Fig. 1: run 1, clock network drawn from the DEF
Scale: 1 px per um.
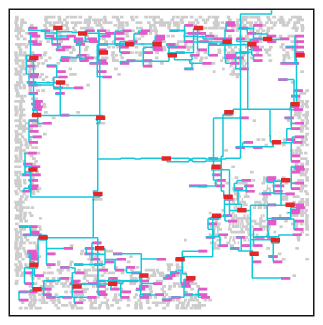
Fig. 2: run 1, sequential cells grouped by signal name
Scale: 1.5 px per um.
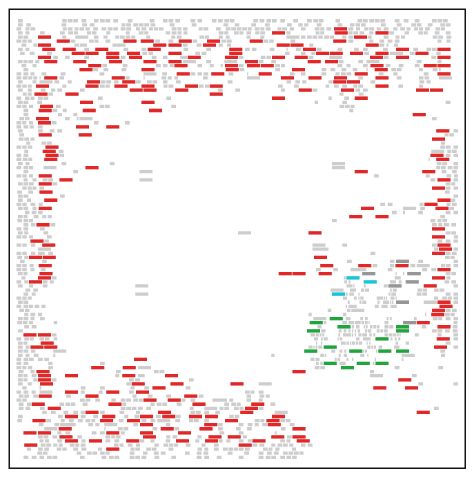
Fig. 3: run 1, routing congestion map
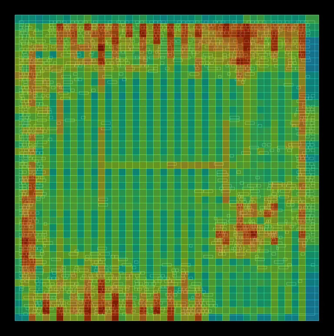
$ cat src/rtl/curtain_display_sequencer_if.sv
// Signal bundle between the game logic / pattern sources and the end-of-game
// display sequencer. The master drives the game and pattern inputs; the sequencer is the slave.
interface curtain_display_sequencer_if;
  logic               gameOver;
  logic               newGame;
  logic [15:0][15:0]  boardPattern;
  logic [15:0][15:0]  curtainPattern;
  logic               curtainReset;
  logic [15:0][15:0]  displayPattern;
  logic               busy;
  logic               animDone;

  modport master (
    output gameOver, newGame, boardPattern, curtainPattern,
    input  curtainReset, displayPattern, busy, animDone
  );

  modport slave (
    input  gameOver, newGame, boardPattern, curtainPattern,
    output curtainReset, displayPattern, busy, animDone
  );
endinterface

$ cat src/rtl/curtain_display_sequencer.sv
// End-of-game LED matrix source select: live board, falling curtain, board flash,
// then frozen board until a new game starts.
module curtain_display_sequencer #(
  parameter int CURTAIN_CYCLES = 48000,
  parameter int FLASH_PERIOD   = 6000,
  parameter int FLASH_COUNT    = 6
) (
  input  logic                          clk,
  input  logic                          reset,
  curtain_display_sequencer_if.slave    bus
);

  localparam int CNT_MAX = (CURTAIN_CYCLES > FLASH_PERIOD) ? CURTAIN_CYCLES : FLASH_PERIOD;
  localparam int CNT_W   = $clog2(CNT_MAX + 1);
  localparam int FN_W    = $clog2(FLASH_COUNT + 1);

  localparam logic [CNT_W-1:0] CUR_LAST = CNT_W'(CURTAIN_CYCLES - 1);
  localparam logic [CNT_W-1:0] FL_LAST  = CNT_W'(FLASH_PERIOD - 1);
  localparam logic [FN_W-1:0]  FN_LAST  = FN_W'(FLASH_COUNT - 1);

  localparam logic [1:0] S_PLAY    = 2'd0;
  localparam logic [1:0] S_CURTAIN = 2'd1;
  localparam logic [1:0] S_FLASH   = 2'd2;
  localparam logic [1:0] S_DONE    = 2'd3;

  logic [1:0]        state_q, state_d;
  logic [CNT_W-1:0]  cnt_q, cnt_d;
  logic [FN_W-1:0]   flash_num_q, flash_num_d;
  logic              blank_q, blank_d;
  logic              go_prev_q;
  logic              go_rise;

  logic              curtain_reset_q;
  logic [15:0][15:0] display_q, display_d;
  logic              busy_q;
  logic              anim_done_q;

  assign go_rise = bus.gameOver & ~go_prev_q;

  always_comb begin
    state_d     = state_q;
    cnt_d       = cnt_q;
    flash_num_d = flash_num_q;
    blank_d     = blank_q;
    if (bus.newGame) begin
      // newGame overrides everything, including a same-cycle gameOver edge
      state_d     = S_PLAY;
      cnt_d       = '0;
      flash_num_d = '0;
      blank_d     = 1'b0;
    end else begin
      case (state_q)
        S_PLAY: begin
          if (go_rise) begin
            state_d = S_CURTAIN;
            cnt_d   = '0;
          end
        end
        S_CURTAIN: begin
          if (cnt_q == CUR_LAST) begin
            state_d     = S_FLASH;
            cnt_d       = '0;
            flash_num_d = '0;
            blank_d     = 1'b0;
          end else begin
            cnt_d = cnt_q + 1'b1;
          end
        end
        S_FLASH: begin
          if (cnt_q == FL_LAST) begin
            cnt_d       = '0;
            blank_d     = ~blank_q;
            flash_num_d = flash_num_q + 1'b1;
            if (flash_num_q == FN_LAST) state_d = S_DONE;
          end else begin
            cnt_d = cnt_q + 1'b1;
          end
        end
        S_DONE:  state_d = S_DONE;
        default: state_d = S_PLAY;
      endcase
    end
  end

  // Image source follows the state of the previous cycle (one-cycle lag).
  always_comb begin
    case (state_q)
      S_CURTAIN: display_d = bus.curtainPattern;
      S_FLASH:   display_d = blank_q ? '0 : bus.boardPattern;
      default:   display_d = bus.boardPattern;
    endcase
  end

  always_ff @(posedge clk or posedge reset) begin
    if (reset) begin
      state_q         <= S_PLAY;
      cnt_q           <= '0;
      flash_num_q     <= '0;
      blank_q         <= 1'b0;
      go_prev_q       <= 1'b0;
      curtain_reset_q <= 1'b1;
      display_q       <= '0;
      busy_q          <= 1'b0;
      anim_done_q     <= 1'b0;
    end else begin
      state_q         <= state_d;
      cnt_q           <= cnt_d;
      flash_num_q     <= flash_num_d;
      blank_q         <= blank_d;
      go_prev_q       <= bus.gameOver;
      curtain_reset_q <= (state_d != S_CURTAIN);
      display_q       <= display_d;
      busy_q          <= (state_d == S_CURTAIN) || (state_d == S_FLASH);
      anim_done_q     <= (state_d == S_DONE) && (state_q != S_DONE);
    end
  end

  assign bus.curtainReset   = curtain_reset_q;
  assign bus.displayPattern = display_q;
  assign bus.busy           = busy_q;
  assign bus.animDone       = anim_done_q;

endmodule

$ cat src/flat_wrapper.sv
// flat-port wrapper written by rule: the top's interface ports become plain ports
module curtain_display_sequencer_flat 
#(
  parameter int CURTAIN_CYCLES = 48000,
  parameter int FLASH_PERIOD   = 6000,
  parameter int FLASH_COUNT    = 6
)
  (clk, reset, bus_gameOver, bus_newGame, bus_boardPattern, bus_curtainPattern, bus_curtainReset, bus_displayPattern, bus_busy, bus_animDone);
  curtain_display_sequencer_if bus_i ();
  input  logic clk;
  input  logic reset;
  input wire logic [$bits(bus_i.gameOver)-1:0] bus_gameOver;
  input wire logic [$bits(bus_i.newGame)-1:0] bus_newGame;
  input wire logic [$bits(bus_i.boardPattern)-1:0] bus_boardPattern;
  input wire logic [$bits(bus_i.curtainPattern)-1:0] bus_curtainPattern;
  output wire logic [$bits(bus_i.curtainReset)-1:0] bus_curtainReset;
  output wire logic [$bits(bus_i.displayPattern)-1:0] bus_displayPattern;
  output wire logic [$bits(bus_i.busy)-1:0] bus_busy;
  output wire logic [$bits(bus_i.animDone)-1:0] bus_animDone;
  assign bus_i.gameOver = bus_gameOver;
  assign bus_i.newGame = bus_newGame;
  assign bus_i.boardPattern = bus_boardPattern;
  assign bus_i.curtainPattern = bus_curtainPattern;
  assign bus_curtainReset = bus_i.curtainReset;
  assign bus_displayPattern = bus_i.displayPattern;
  assign bus_busy = bus_i.busy;
  assign bus_animDone = bus_i.animDone;
  curtain_display_sequencer #(.CURTAIN_CYCLES(CURTAIN_CYCLES), .FLASH_PERIOD(FLASH_PERIOD), .FLASH_COUNT(FLASH_COUNT)) u_core (.clk(clk), .reset(reset), .bus(bus_i));
endmodule
$ cat config.mk
export PLATFORM = sky130hd
export DESIGN_NAME = curtain_display_sequencer_flat
export DESIGN_NICKNAME = d
export VERILOG_FILES = /design/src/rtl/curtain_display_sequencer_if.sv /design/src/rtl/curtain_display_sequencer.sv /design/src/flat_wrapper.sv
export SDC_FILE = /design/constraint.sdc
export NUM_CORES = 1
export LEC_CHECK = 0
export CAP_MARGIN = 30
export CORE_AREA = 4 4 299 301
export DETAILED_ROUTE_END_ITERATION = 10
export DIE_AREA = 0 0 303 305
export PLACE_DENSITY = 0.46
export SLEW_MARGIN = 20
export SYNTH_ARGS = -nofsm -noshare
export SYNTH_HDL_FRONTEND = slang
export SYNTH_SLANG_ARGS = --single-unit
export TNS_END_PERCENT = 1
$ cat constraint.sdc
create_clock -name clk -period 15.3 [get_ports clk]
set_clock_uncertainty 0.2 [all_clocks]
set_input_delay 3.825 -clock clk [delete_from_list [all_inputs] [get_ports clk]]
set_output_delay 3.825 -clock clk [all_outputs]
set_load 0.02 [all_outputs]
==> impl_metrics.yaml, run 1 <==
# physical design summary
layout:
  clkCellAreaFrac: 0.0608
  flop-count: 282
  comb_cells: 397
  stdcell_count: 2702
  drive_gt1_frac: 0.0544
  fin_nets: 2041
  antenna_cells: 3
  largest_class: "non-clock buffers"
  comb_area_share: 0.155
  nFillCells: 9104
  inverters_excl_clock: 12
  logic_area_um2: 3240
  flop_area_um2: 7060
  n_clock_buffer: 53
  seq_area_frac: 0.337
  n_all_buffers: 785
  buffer_area_frac: 0.375
  syn2layout_area_growth_pct: 97.9
worst_setup_path:
  rr_worst_depth: 6
  crit_fanout: 90
  r2r-end: "u_core.bus.displayPattern[252]"
  cp-start-kind: "primary input"
  endpoint_kind: "async pin"
  worstPathRequired_ns: 15.66
  r2r-start: "u_core.state_q[1]"
  r2r_setup_slack_ns: 11.43
  worstSetupPathType: "in -> async"
yosys:
  syn_area_um2: 10600
  ys_cells: 755
  enable_flop_cells: 0
  synthCells: 755
  ff_type: "dfrtp_1"
  yosys_warnings: 0
  numSynthFlops: 282
  yosys.area_share.aoi: 0.255
  yosys_area_um2: 10600
  avgSynthCellArea_um2: 14.0
  synthXorXnorAreaFrac: 0.00249
  postSynthSeqShare: 0.668
  netlist_logic_family_top: "AND-OR/OR-AND gates"
  mux_share: 0.00107
  async_flop_share: 1.00
  netlist-cell-type-count: 53
  syn_nets: 1280
  ys_sh_adder: 0.0107
  synth_simple_gate_area_share: 0.0364
pwr:
  total_power_mw: 4.28
  swShare: 0.387
  powerDensity_nw_per_um2: 205
  pwr-share-seq: 0.279
  p_leak_nw: 8.39
  vdd_drop_max_v: 0.0000879
  switchingPower_mw: 1.66
  p_comb_frac: 0.510
  internal-power_mw: 2.62
hold_path:
  hold_class: "reg -> reg"
  holdPathEnd: "u_core.cnt_q[0]"
  min_from: "u_core.cnt_q[0]"
  hold_depth: 1
clock_tree:
  clock_sinks: 282
  cts_hold_buf: 0
  post_cts.repair.setup_buffers: 0
  ctsResizeCount: 0
  cts_tree: "done"
  clockBufferDepth: 3
  clk_pin_slew_ns: 0.05
  cts_buffers: 38
  cts-htree-levels: 2
grt:
  overflow: 0
  antenna_found_initial: 11
  grt_max_degree: 91
  grt_pass1_wl_mm: 78.6
  grt_pass1_vias: 10800
die:
  die_w_um: 303
  dieArea_um2: 92400
  rows: 108
  die_h_um: 305
  initCoreUtil: 0.122
  coreArea_um2: 86600
  tap_cells: 1155
timing:
  drv_slew: 0
  period_used_share: 0.398
  final-setup-viol-count: 0
  whs_ns: 0.359
  final_hold_viol_count: 0
  slew_headroom: 0.400
  fmax_ghz: 0.164
  worstMarginPinSlew_ns: 0.892
  fin_tns_setup_ns: 0
  finalCriticalPeriod_ns: 6.09
route:
  ant_nets: 0
  drtIter0Drc: 565
  vias: 9808
  drt-total-wl_mm: 57.1
  drcViolationCount: 0
  vias_per_cell: 3.63
  firstDrtPassIters: 5
place:
  finalWeightedCongestion: 0.865
  dp_hpwl_mm: 45.7
  dp_cells: 2630
  io_buffers: 774
run:
  cap_violations: 0
  openroad.warnings: 31
status:
  status: "complete, no violations"
Back to the opening pictures, Fig. 1:
Key: cells driving clock nets = red [count 38]; flip-flops = magenta [count 282]; clock wires = cyan [length 5060 um]
There are 39 routed clock nets.
Worst-Skew Late Latency: 0.54 ns
Power Clock: 0.904 mW
Clock Power Share: 0.211

Back to the opening pictures, Fig. 2:
Key: u_core.cnt_q = green [sequential cells 16, where south-east]; u_core.flash_num_q = cyan [sequential cells 3]; u_core.bus.displayPattern = red [sequential cells 256, where widely spread]
Another 7 sequential cells are not coloured.

Back to the opening pictures, Fig. 3:
Overall Global Routing Usage: 0.118
met3 GRT Util: 0.0414
routed len/inst: 21.1 um
fin util: 0.242
met2 Use GR: 0.197

## run 1: power by group through the flow
stage                     combinational [mW]  sequential (mW)  clock (mW)
after floorplan                        0.608             1.61           0
after global placement                  2.22             1.21           0
after detailed placement                2.23             1.21           0
after CTS                               2.24             1.20       0.950
after global routing                    2.31             1.23       0.979
final                                   2.19             1.19       0.904
## run 1: synth_stat cells, types with 2 or more instances
cell type  number  area share
ha_1            9       0.011
nand3_1         5      0.0024
clkbuf_1       57       0.020
and3_1          3      0.0018
a21oi_1        11      0.0052
nor2b_1         3      0.0018
inv_1          12      0.0043
a21boi_0        2      0.0014
o21bai_1        3      0.0021
buf_2           2     0.00095
o21ai_1         2     0.00095
a211o_1         2      0.0017
a221o_1         4      0.0038
nand4_1         5      0.0030
a221oi_1        3      0.0025
a22o_1        257        0.21
a2111oi_0       5      0.0041
o21ai_0        12      0.0057
buf_1           5      0.0018
or2_2           2      0.0012
and2_1          5      0.0030
xor2_1          3      0.0025
nor2_1          4      0.0014
nand2b_1        3      0.0018
nand2_1        16      0.0057
nor4_1          5      0.0030
o211ai_1        4      0.0028
o2111ai_1       2      0.0017
nor3_1          5      0.0024
dfrtp_1       281        0.67
## run 1: cells in the final DEF, fill, tap and decap left out, types with 5 or more instances in the layout
cell             instances
clkdlybuf4s50_1        774
dfrtp_1                281
a22o_1                 257
clkbuf_16               41
nand2_1                 16
o21ai_0                 12
inv_1                   11
a21oi_1                 11
buf_4                   10
ha_1                     9
clkinv_2                 9
clkbuf_1                 8
nor4_1                   5
nand4_1                  5
nand3_1                  5
nor3_1                   5
a2111oi_0                5
## run 1: per-layer routing
| layer | global-route usage | vias to the layer above | wire [um] |
|---|---|---|---|
| met1 | 0.141 | 4803 | 22800 |
| met5 | 0 | - | 34 |
| met3 | 0.0414 | 85 | 5220 |
| li1 | - | 4434 | - |
| met2 | 0.197 | 480 | 27300 |
| met4 | 0.0392 | 6 | 1710 |
## run 1: registers in the layout, summed over array words and instances (netlist names)
register,cells
u_core.go_prev_q,1
u_core.bus.curtainReset,1
u_core.bus.displayPattern,256
u_core.bus.animDone,1
u_core.cnt_q,16
u_core.blank_q,1
u_core.bus.busy,1
u_core.state_q,2
u_core.flash_num_q,3
## run 1: critical path, stage by stage
cell and delay (ns):
clkdlybuf4s50_1 0.49, inv_8 0.51, buf_4 0.72, buf_4 0.79
## run 1: how the worst max path moves through the flow
stage / from / endpoint / slack, ns / depth (start not counted)
4_1_cts: reset / u_core.bus.displayPattern[104] / 9.05 / 4
3_5_place_dp: reset / u_core.bus.displayPattern[129] / 8.44 / 4
2_1_floorplan: reset / u_core.blank_q / 3.50 / 1
5_1_grt: reset / u_core.bus.displayPattern[104] / 8.78 / 4
3_3_place_gp: reset / u_core.bus.displayPattern[129] / 8.52 / 4
6_report: reset / u_core.bus.displayPattern[104] / 9.21 / 4
## run 1: stage by stage
step,area (um2),worst slack (ns),util
2_1_floorplan,10600,3.50,-
3_3_place_gp,19600,8.52,0.226
3_5_place_dp,19600,8.44,0.226
4_1_cts,20900,9.05,0.241
5_1_grt,20900,8.78,0.242
6_report,20900,9.21,0.242
Fig. 4: run 1, metal 1
Scale: 1 px per um.
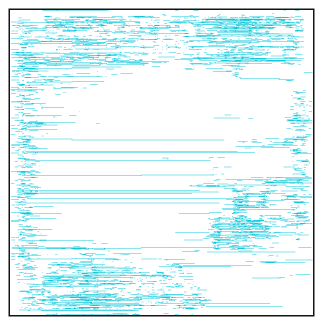

==> run 2: changes to the inputs <==
- clock period: 15.3 -> 6.3 ns (I/O delays scaled with it)
Fig. 5: run 2, metal 1
Scale: 1 px per um.
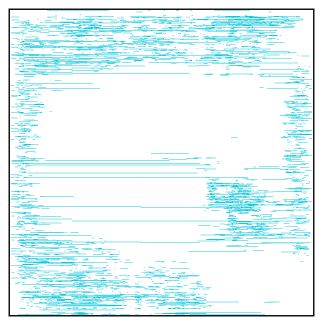
The layer holds 41% of the routed length. 1776 nets have wire on it. The layer carries 22.8 mm of wire.

==> run 2 against run 1 <==
Net effect:
- die area is the same
- critical path depth grew 2
- non-clock buffer count grew 2
- core utilization shrank 0.13 points
- first-iteration DRC count shrank 3.4%
- via count grew 0.25%
- synthesized cell count is the same
- largest power group unchanged
- sequential power grew 140%
- synthesized area is the same
- routed wire length shrank 2.5%
==> impl_metrics.yaml, run 2 <==
# physical design summary
yosys:
  yosys.area_share.aoi: 0.255
  synthXorXnorAreaFrac: 0.00249
  netlist_top_cells_count: "dfrtp_1 (281), a22o_1 (257), clkbuf_1 (57)"
  ys_sh_adder: 0.0107
  topCellsByArea: "dfrtp_1 (67%), a22o_1 (21%), clkbuf_1 (2.0%)"
  syn_nets: 1280
  synth_simple_gate_area_share: 0.0364
  most_common_cell: "dfrtp_1"
  postSynthSeqShare: 0.668
  top_area_cell: "dfrtp_1"
  netlist-cell-type-count: 53
  syn_area_um2: 10600
  numSynthFlops: 282
  ys_cells: 755
  enable_flop_cells: 0
  avgSynthCellArea_um2: 14.0
  yosys_area_um2: 10600
  netlist_logic_family_top: "AND-OR/OR-AND gates"
  top_cell_area_share: 0.665
  ff_type: "dfrtp_1"
  async_flop_share: 1.00
  synthCells: 755
  mux_share: 0.00107
  yosys_warnings: 0
worst_setup_path:
  crit_arrival_ns: 3.77
  worstPathRequired_ns: 6.52
  critPathSlowestCell: "clkdlybuf4s50_1"
  cp_top_family: "AND-OR/OR-AND gates"
  crit_fanout: 14
  worstSetupPathType: "in -> reg"
  cp-start-kind: "primary input"
  path_cells: "clkdlybuf4s50_1, nor2b_1, and2_1, a21boi_0, o21ai_1, o311ai_1"
  critical_path_buf_inv_count: 1
  endpoint_kind: "register"
  critical_path.max_stage_delay_ns: 0.71
route:
  drcViolationCount: 0
  vias_per_cell: 3.65
  avgRoutedWirePerCell_um: 20.7
  firstDrtPassIters: 4
  ant_nets: 0
  vias: 9833
  drtIter0Drc: 546
  drt-total-wl_mm: 55.7
layout:
  fin_nets: 2042
  drive_gt1_frac: 0.0500
  largest_register_ffs: 256
  syn2layout_area_growth_pct: 96.9
  stdcell_area_um2: 20800
  lay_top_count: "clkdlybuf4s50_1"
  stdcell_count: 2695
  final_cell_mix: "clkdlybuf4s50_1 (774), dfrtp_1 (281), a22o_1 (257)"
  nFillCells: 9112
  fin_util: 0.240
pwr:
  powerDensity_nw_per_um2: 490
  vdd_drop_max_v: 0.000392
  total_power_mw: 10.2
  p_leak_nw: 8.32
place:
  placed_area_um2: 19700
  finalWeightedCongestion: 0.846
  dp_hpwl_mm: 44.6
  io_buffers: 774
  dp_slack_ns: 2.25
  dp_cells: 2633
run:
  cap_violations: 0
  openroad.warnings: 40
die:
  die_w_um: 303
  die_h_um: 305
  initCoreUtil: 0.122
  ioPinCount: 775
  rows: 108
  coreArea_um2: 86600
  dieArea_um2: 92400
timing:
  rsz0062_at_grt: "false"
  whs_ns: 0.356
  slew_headroom: 0.321
  final_hold_viol_count: 0
  finalCriticalPeriod_ns: 3.55
  drv_slew: 0
  fin_tns_setup_ns: 0
  setup_ws_ns: 2.75
  period_used_share: 0.563
  worstMarginPinSlew_ns: 1.01
  final-setup-viol-count: 0
  fmax_ghz: 0.282
grt:
  overflow: 0
  grt_max_degree: 130
  track_usage: 0.114
  grt_pass1_wl_mm: 76.8
  grt_pass1_vias: 10700
  antenna_found_initial: 10
clock_tree:
  post_cts.repair.setup_buffers: 0
  clockRootBuffer: "clkbuf_16"
  cts-htree-levels: 2
  clk_latency_ns: 0.52
  clock_sinks: 282
  ctsResizeCount: 0
  cts_tree: "done"
  cts_buffers: 37
  cts_hold_buf: 0
  clockBufferDepth: 3
  clk_pin_slew_ns: 0.06
hold_path:
  hold_class: "reg -> reg"
status:
  status: "complete, no violations"
[run 2: netlist changes by cell type in the layout (fill, tap and decap cells not counted), sizes merged]
cell	change
buf	+2
bufinv	-2
clkbuf	-2
clkinv	-4
clkinvlp	+2
diode	-2
inv	-1
[run 2: path summary, 6_finish.rpt]
kind                                             endpoint                  start  cells after the start  slack [ns]
max                                      u_core.cnt_q[14]            bus_newGame                      6        2.75
min                                 u_core.flash_num_q[0]  u_core.flash_num_q[0]                      1        0.36
max reg2reg                               u_core.bus.busy      u_core.state_q[0]                      9        3.16
min reg2reg                         u_core.flash_num_q[0]  u_core.flash_num_q[0]                      1        0.36
max in group asynchronous   u_core.bus.displayPattern[23]                  reset                      3        3.56
min in group asynchronous  u_core.bus.displayPattern[218]                  reset                      2        1.26
[run 2: kinds of logic after synthesis]
group                    Yosys count
AND-OR/OR-AND                    318
XOR/XNOR                           3
adder cells (fa/ha/maj)            9
buffers and inverters             76
flip-flops                       282
multiplexers                       1
AND/OR/NAND/NOR                   66
[run 2: metal layers]
layer	GRT usage	up-vias	wire [um]
li1	-	4435	-
met1	0.140	4836	22800
met2	0.194	500	26900
met3	0.0342	60	4750
met4	0.0289	2	1240
met5	0	-	13
[run 2: layout make-up]
type	count	area, um2	area share
Timing Repair Buffer	787	7920	0.380
Clock buffer	51	1020	0.0489
Sequential cell	282	7060	0.339
Multi-Input combinational cell	397	3240	0.156
Antenna cell	1	2.50	0.000120
Tap cell	1155	1450	0.0694
Clock inverter	10	81.3	0.00391
Inverter	12	48.8	0.00234
[run 2: report_power, final]
group / internal [mW] / total (mW) / switching, mW
Combinational: 2.43 / 5.34 / 2.92
Sequential: 2.62 / 2.88 / 0.262
Clock: 1.16 / 1.98 / 0.812
Power is estimated from default activity; no workload was simulated.
